File: src/rtl/game_highscore_table_pkg.sv
// Shared types and widths for the high-score leaderboard that sits behind the stacker game core.
package game_pkg;

  localparam int GAME_DATA_W = 32;
  localparam int UID_W       = 16;
  localparam int SCORE_W     = 16;

  typedef struct packed {
    logic               valid;
    logic [UID_W-1:0]   uid;
    logic [SCORE_W-1:0] score;
  } hs_entry_t;

  typedef enum logic [1:0] {
    IDLE,
    SCAN,
    INSERT
  } state_t;

endpackage

File: src/rtl/game_highscore_table_if.sv
// Game-core / menu-side bundle of the leaderboard: eog capture input, read port and status outputs.
interface game_highscore_table_if;
  import game_pkg::*;

  logic                   game_eog;
  logic [GAME_DATA_W-1:0] game_data;
  logic [2:0]             rd_idx;
  logic [GAME_DATA_W-1:0] rd_entry;
  logic                   rd_valid;
  logic                   busy;
  logic                   new_high;
  logic [15:0]            games_played;

  modport master (
    output game_eog, game_data, rd_idx,
    input  rd_entry, rd_valid, busy, new_high, games_played
  );

  modport slave (
    input  game_eog, game_data, rd_idx,
    output rd_entry, rd_valid, busy, new_high, games_played
  );

endinterface

File: src/rtl/game_highscore_table_edge_rise_det.sv
// One-flop rising-edge detector; RST_VAL=1 suppresses a spurious edge on a level already high at reset.
module edge_rise_det #(
  parameter logic RST_VAL = 1'b1
) (
  input  logic clk,
  input  logic rst,
  input  logic d,
  output logic rise
);

  logic d_q;

  always_ff @(posedge clk) begin
    if (!rst) d_q <= RST_VAL;
    else      d_q <= d;
  end

  assign rise = d & ~d_q;

endmodule

File: src/rtl/game_highscore_table.sv
// Sorted top-DEPTH leaderboard fed by the game core's end-of-game flag.
// Define GAME_HIGHSCORE_UNIQUE_UID_EN to keep at most one entry per user id.
module game_highscore_table
  import game_pkg::*;
#(
  parameter int DEPTH = 4
) (
  input logic clk,
  input logic rst,
  game_highscore_table_if.slave bus
);

  localparam int         MAX_DEPTH = 8;
  localparam logic [3:0] NONE      = 4'(DEPTH);
  localparam logic [2:0] LAST_IDX  = 3'(DEPTH - 1);

  state_t     state;
  hs_entry_t  entries [MAX_DEPTH];
  hs_entry_t  cand;
  logic [2:0] idx;
  logic [3:0] pos;
  logic [3:0] pos_n;
  logic [3:0] shift_lim;
  logic       rise;
  logic       scan_hit;
`ifdef GAME_HIGHSCORE_UNIQUE_UID_EN
  logic [3:0] k;
  logic [3:0] k_n;
  logic       dup_lose;
`endif

  edge_rise_det #(.RST_VAL(1'b1)) u_eog_det (
    .clk  (clk),
    .rst  (rst),
    .d    (bus.game_eog),
    .rise (rise)
  );

  // Strict compare: on a tie the older entry stays ahead of the candidate.
  always_comb begin
    scan_hit = !entries[idx].valid || (cand.score > entries[idx].score);
    pos_n    = pos;
    if (scan_hit && pos == NONE) pos_n = {1'b0, idx};
`ifdef GAME_HIGHSCORE_UNIQUE_UID_EN
    k_n = k;
    if (entries[idx].valid && entries[idx].uid == cand.uid && k == NONE) k_n = {1'b0, idx};
    dup_lose  = (k_n != NONE) && (cand.score <= entries[k_n[2:0]].score);
    shift_lim = (k == NONE) ? 4'(DEPTH - 1) : k;
`else
    shift_lim = 4'(DEPTH - 1);
`endif
  end

  always_ff @(posedge clk) begin
    if (!rst) begin
      state            <= IDLE;
      cand             <= '0;
      idx              <= '0;
      pos              <= NONE;
`ifdef GAME_HIGHSCORE_UNIQUE_UID_EN
      k                <= NONE;
`endif
      for (int j = 0; j < MAX_DEPTH; j++) entries[j] <= '0;
      bus.rd_entry     <= '0;
      bus.rd_valid     <= 1'b0;
      bus.busy         <= 1'b0;
      bus.new_high     <= 1'b0;
      bus.games_played <= '0;
    end else begin
      bus.new_high <= 1'b0;
      unique case (state)
        IDLE: begin
          if (rise) begin
            cand  <= {1'b1, bus.game_data};
            idx   <= '0;
            pos   <= NONE;
`ifdef GAME_HIGHSCORE_UNIQUE_UID_EN
            k     <= NONE;
`endif
            if (bus.games_played != 16'hFFFF) bus.games_played <= bus.games_played + 16'd1;
            state    <= SCAN;
            bus.busy <= 1'b1;
          end
        end
        SCAN: begin
          pos <= pos_n;
          idx <= idx + 3'd1;
`ifdef GAME_HIGHSCORE_UNIQUE_UID_EN
          // The whole table must be seen before we know whether this uid already holds a better score.
          k <= k_n;
          if (idx == LAST_IDX) begin
            if (!dup_lose && pos_n != NONE) begin
              state <= INSERT;
            end else begin
              state    <= IDLE;
              bus.busy <= 1'b0;
            end
          end
`else
          if (scan_hit) begin
            state <= INSERT;
          end else if (idx == LAST_IDX) begin
            state    <= IDLE;
            bus.busy <= 1'b0;
          end
`endif
        end
        INSERT: begin
          // Entries between pos and shift_lim slide down one slot; anything past shift_lim is untouched.
          for (int j = 0; j < MAX_DEPTH; j++) begin
            if (4'(j) == pos) entries[j] <= cand;
            else if (4'(j) > pos && 4'(j) <= shift_lim) entries[j] <= entries[(j == 0) ? 0 : j - 1];
          end
          bus.new_high <= (pos == 4'd0);
          state        <= IDLE;
          bus.busy     <= 1'b0;
        end
        default: begin
          state    <= IDLE;
          bus.busy <= 1'b0;
        end
      endcase

      if (bus.rd_idx <= LAST_IDX) begin
        bus.rd_entry <= {entries[bus.rd_idx].uid, entries[bus.rd_idx].score};
        bus.rd_valid <= entries[bus.rd_idx].valid;
      end else begin
        bus.rd_entry <= '0;
        bus.rd_valid <= 1'b0;
      end
    end
  end

endmodule
File: src/flat_wrapper.sv
// flat-port wrapper written by rule: the top's interface ports become plain ports
module game_highscore_table_flat import game_pkg::*;
#(
  parameter int DEPTH = 4
)
  (clk, rst, bus_game_eog, bus_game_data, bus_rd_idx, bus_rd_entry, bus_rd_valid, bus_busy, bus_new_high, bus_games_played);
  game_highscore_table_if bus_i ();
  input logic clk;
  input logic rst;
  input wire logic [$bits(bus_i.game_eog)-1:0] bus_game_eog;
  input wire logic [$bits(bus_i.game_data)-1:0] bus_game_data;
  input wire logic [$bits(bus_i.rd_idx)-1:0] bus_rd_idx;
  output wire logic [$bits(bus_i.rd_entry)-1:0] bus_rd_entry;
  output wire logic [$bits(bus_i.rd_valid)-1:0] bus_rd_valid;
  output wire logic [$bits(bus_i.busy)-1:0] bus_busy;
  output wire logic [$bits(bus_i.new_high)-1:0] bus_new_high;
  output wire logic [$bits(bus_i.games_played)-1:0] bus_games_played;
  assign bus_i.game_eog = bus_game_eog;
  assign bus_i.game_data = bus_game_data;
  assign bus_i.rd_idx = bus_rd_idx;
  assign bus_rd_entry = bus_i.rd_entry;
  assign bus_rd_valid = bus_i.rd_valid;
  assign bus_busy = bus_i.busy;
  assign bus_new_high = bus_i.new_high;
  assign bus_games_played = bus_i.games_played;
  game_highscore_table #(.DEPTH(DEPTH)) u_core (.clk(clk), .rst(rst), .bus(bus_i));
endmodule
File: config.mk
export PLATFORM = sky130hd
export DESIGN_NAME = game_highscore_table_flat
export DESIGN_NICKNAME = d
export VERILOG_FILES = /design/src/rtl/game_highscore_table_pkg.sv /design/src/rtl/game_highscore_table_if.sv /design/src/rtl/game_highscore_table_edge_rise_det.sv /design/src/rtl/game_highscore_table.sv /design/src/flat_wrapper.sv
export SDC_FILE = /design/constraint.sdc
export NUM_CORES = 1
export LEC_CHECK = 0
export CORE_ASPECT_RATIO = 0.5
export CORE_MARGIN = 2
export CORE_UTILIZATION = 55
export CTS_CLUSTER_DIAMETER = 40
export DETAILED_ROUTE_END_ITERATION = 8
export GPL_TIMING_DRIVEN = 1
export PLACE_DENSITY = 0.82
export SETUP_SLACK_MARGIN = 0.3
export SKIP_LAST_GASP = 1
export SYNTH_ARGS = -nofsm -noshare
export SYNTH_HDL_FRONTEND = slang
export SYNTH_SLANG_ARGS = --single-unit
File: constraint.sdc
create_clock -name clk -period 5.7 [get_ports clk]
set_input_delay 0.855 -clock clk [delete_from_list [all_inputs] [get_ports clk]]
set_output_delay 0.855 -clock clk [all_outputs]
set_load 0.01 [all_outputs]
==> images/cell_classes.png <==
(2 px per um)
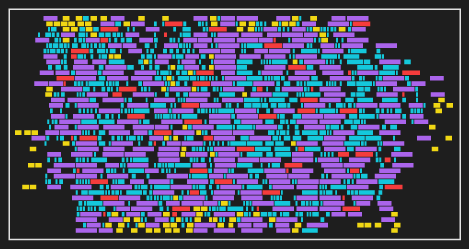
[purple] flip-flops | cells: 296 | share of their area: 52%
[cyan] all other logic | cells: 751 | share of their area: 34%
[red] clock drivers and dummy loads | cells: 56 | share of their area: 6.5%
[yellow] other buffers and delay cells | cells: 112 | share of their area: 7.0%

==> images/zoom.png <==
Region (44, 73) to (69, 98) um. Cells in gray, sequential cells in the stronger gray; small squares are vias.
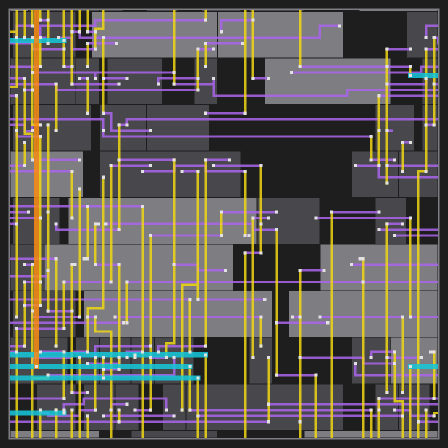
[cyan] met3
[purple] met1
[yellow] met2
[orange] met4
most frequent: nor2_1 (6), nand2_1 (5), edfxtp_1 (5)
cells with their middle in the window: 43
netlist names of flops here include: `u_core.entries` (5), `u_core.bus.games_played` (3)
sequential cells in the window: 9

==> images/met1.png <==
(3 px per um)
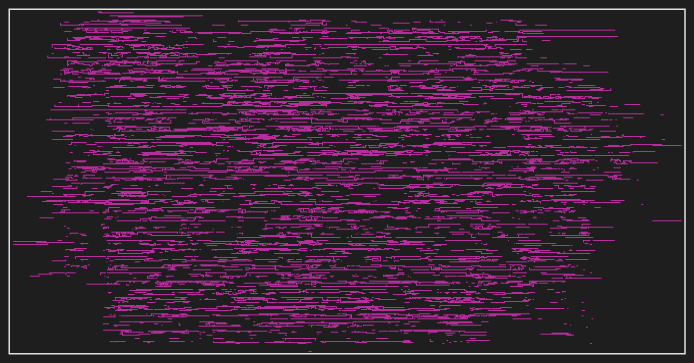
nets with wire on the layer: 1,185
share of all routed wire: 38%
longest straight run: 54.7 um

==> job_summary.md <==
## Synthesis and layout report

| Metric | Value |
|---|---|
| DIE HEIGHT | `between 100 and 150 um` |
| Delay-heaviest family, CP | `AND-OR/OR-AND gates` |
| Status | `complete, no violations` |
| First-pass DRT Iterations | `7` |
| Synth top cell by count | `nand2_1` |
| Layout cells sized above 1 | `12.35%` |
| Tightest Pin Transition | `~1.2 ns` |
| Comb pwr share | `5.9%` |
| Fmax | `between 0.2 and 0.25 GHz` |
| Seq area share | `around half` |
| Placed Cells | `approximately 1,500` |
| Global-route track usage on met3 | `approximately 4.9%` |
| CTS tree | `done` |
| Tapcells | `~320` |
| Synth warn | `0` |
| Vias in the first global route | `9,735` |
| Post-synth EDFFs | `roughly 200` |
| Clk tree area frac | `6.304%` |
| Setup_tns | `0 ns` |
| Max FFs per register | `about 200` |
| WL met3 | `about 3300 um` |
| Area grow syn2layout | `15.86%` |
| Pre-Place Util | `55.88%` |
| Logic family by area | `multiplexers` |
| Post-DP HPWL | `around 21,000 um` |
| Switch share | `roughly 23%` |
| Biggest register | `u_core.entries` |
| Clk. pwr | `slightly below 2000 uW` |
| FF/Latch Area | `roughly 8000 um2` |
| Xor/xnor share | `less than 1%` |
| VDD IR max | `~0.21 mV` |
| DRC | `0` |
| Unrepaired setup endpoints after global routing | `no` |
| Post-CTS Setup Repair Bufs | `0` |
| Root buf cell | `clkbuf_16` |
| WL met2 | `around 17,000 um` |
| Req. time, crit path | `roughly 6.1 ns` |
Power figures rest on the tool's default switching activity, not on a simulated workload.
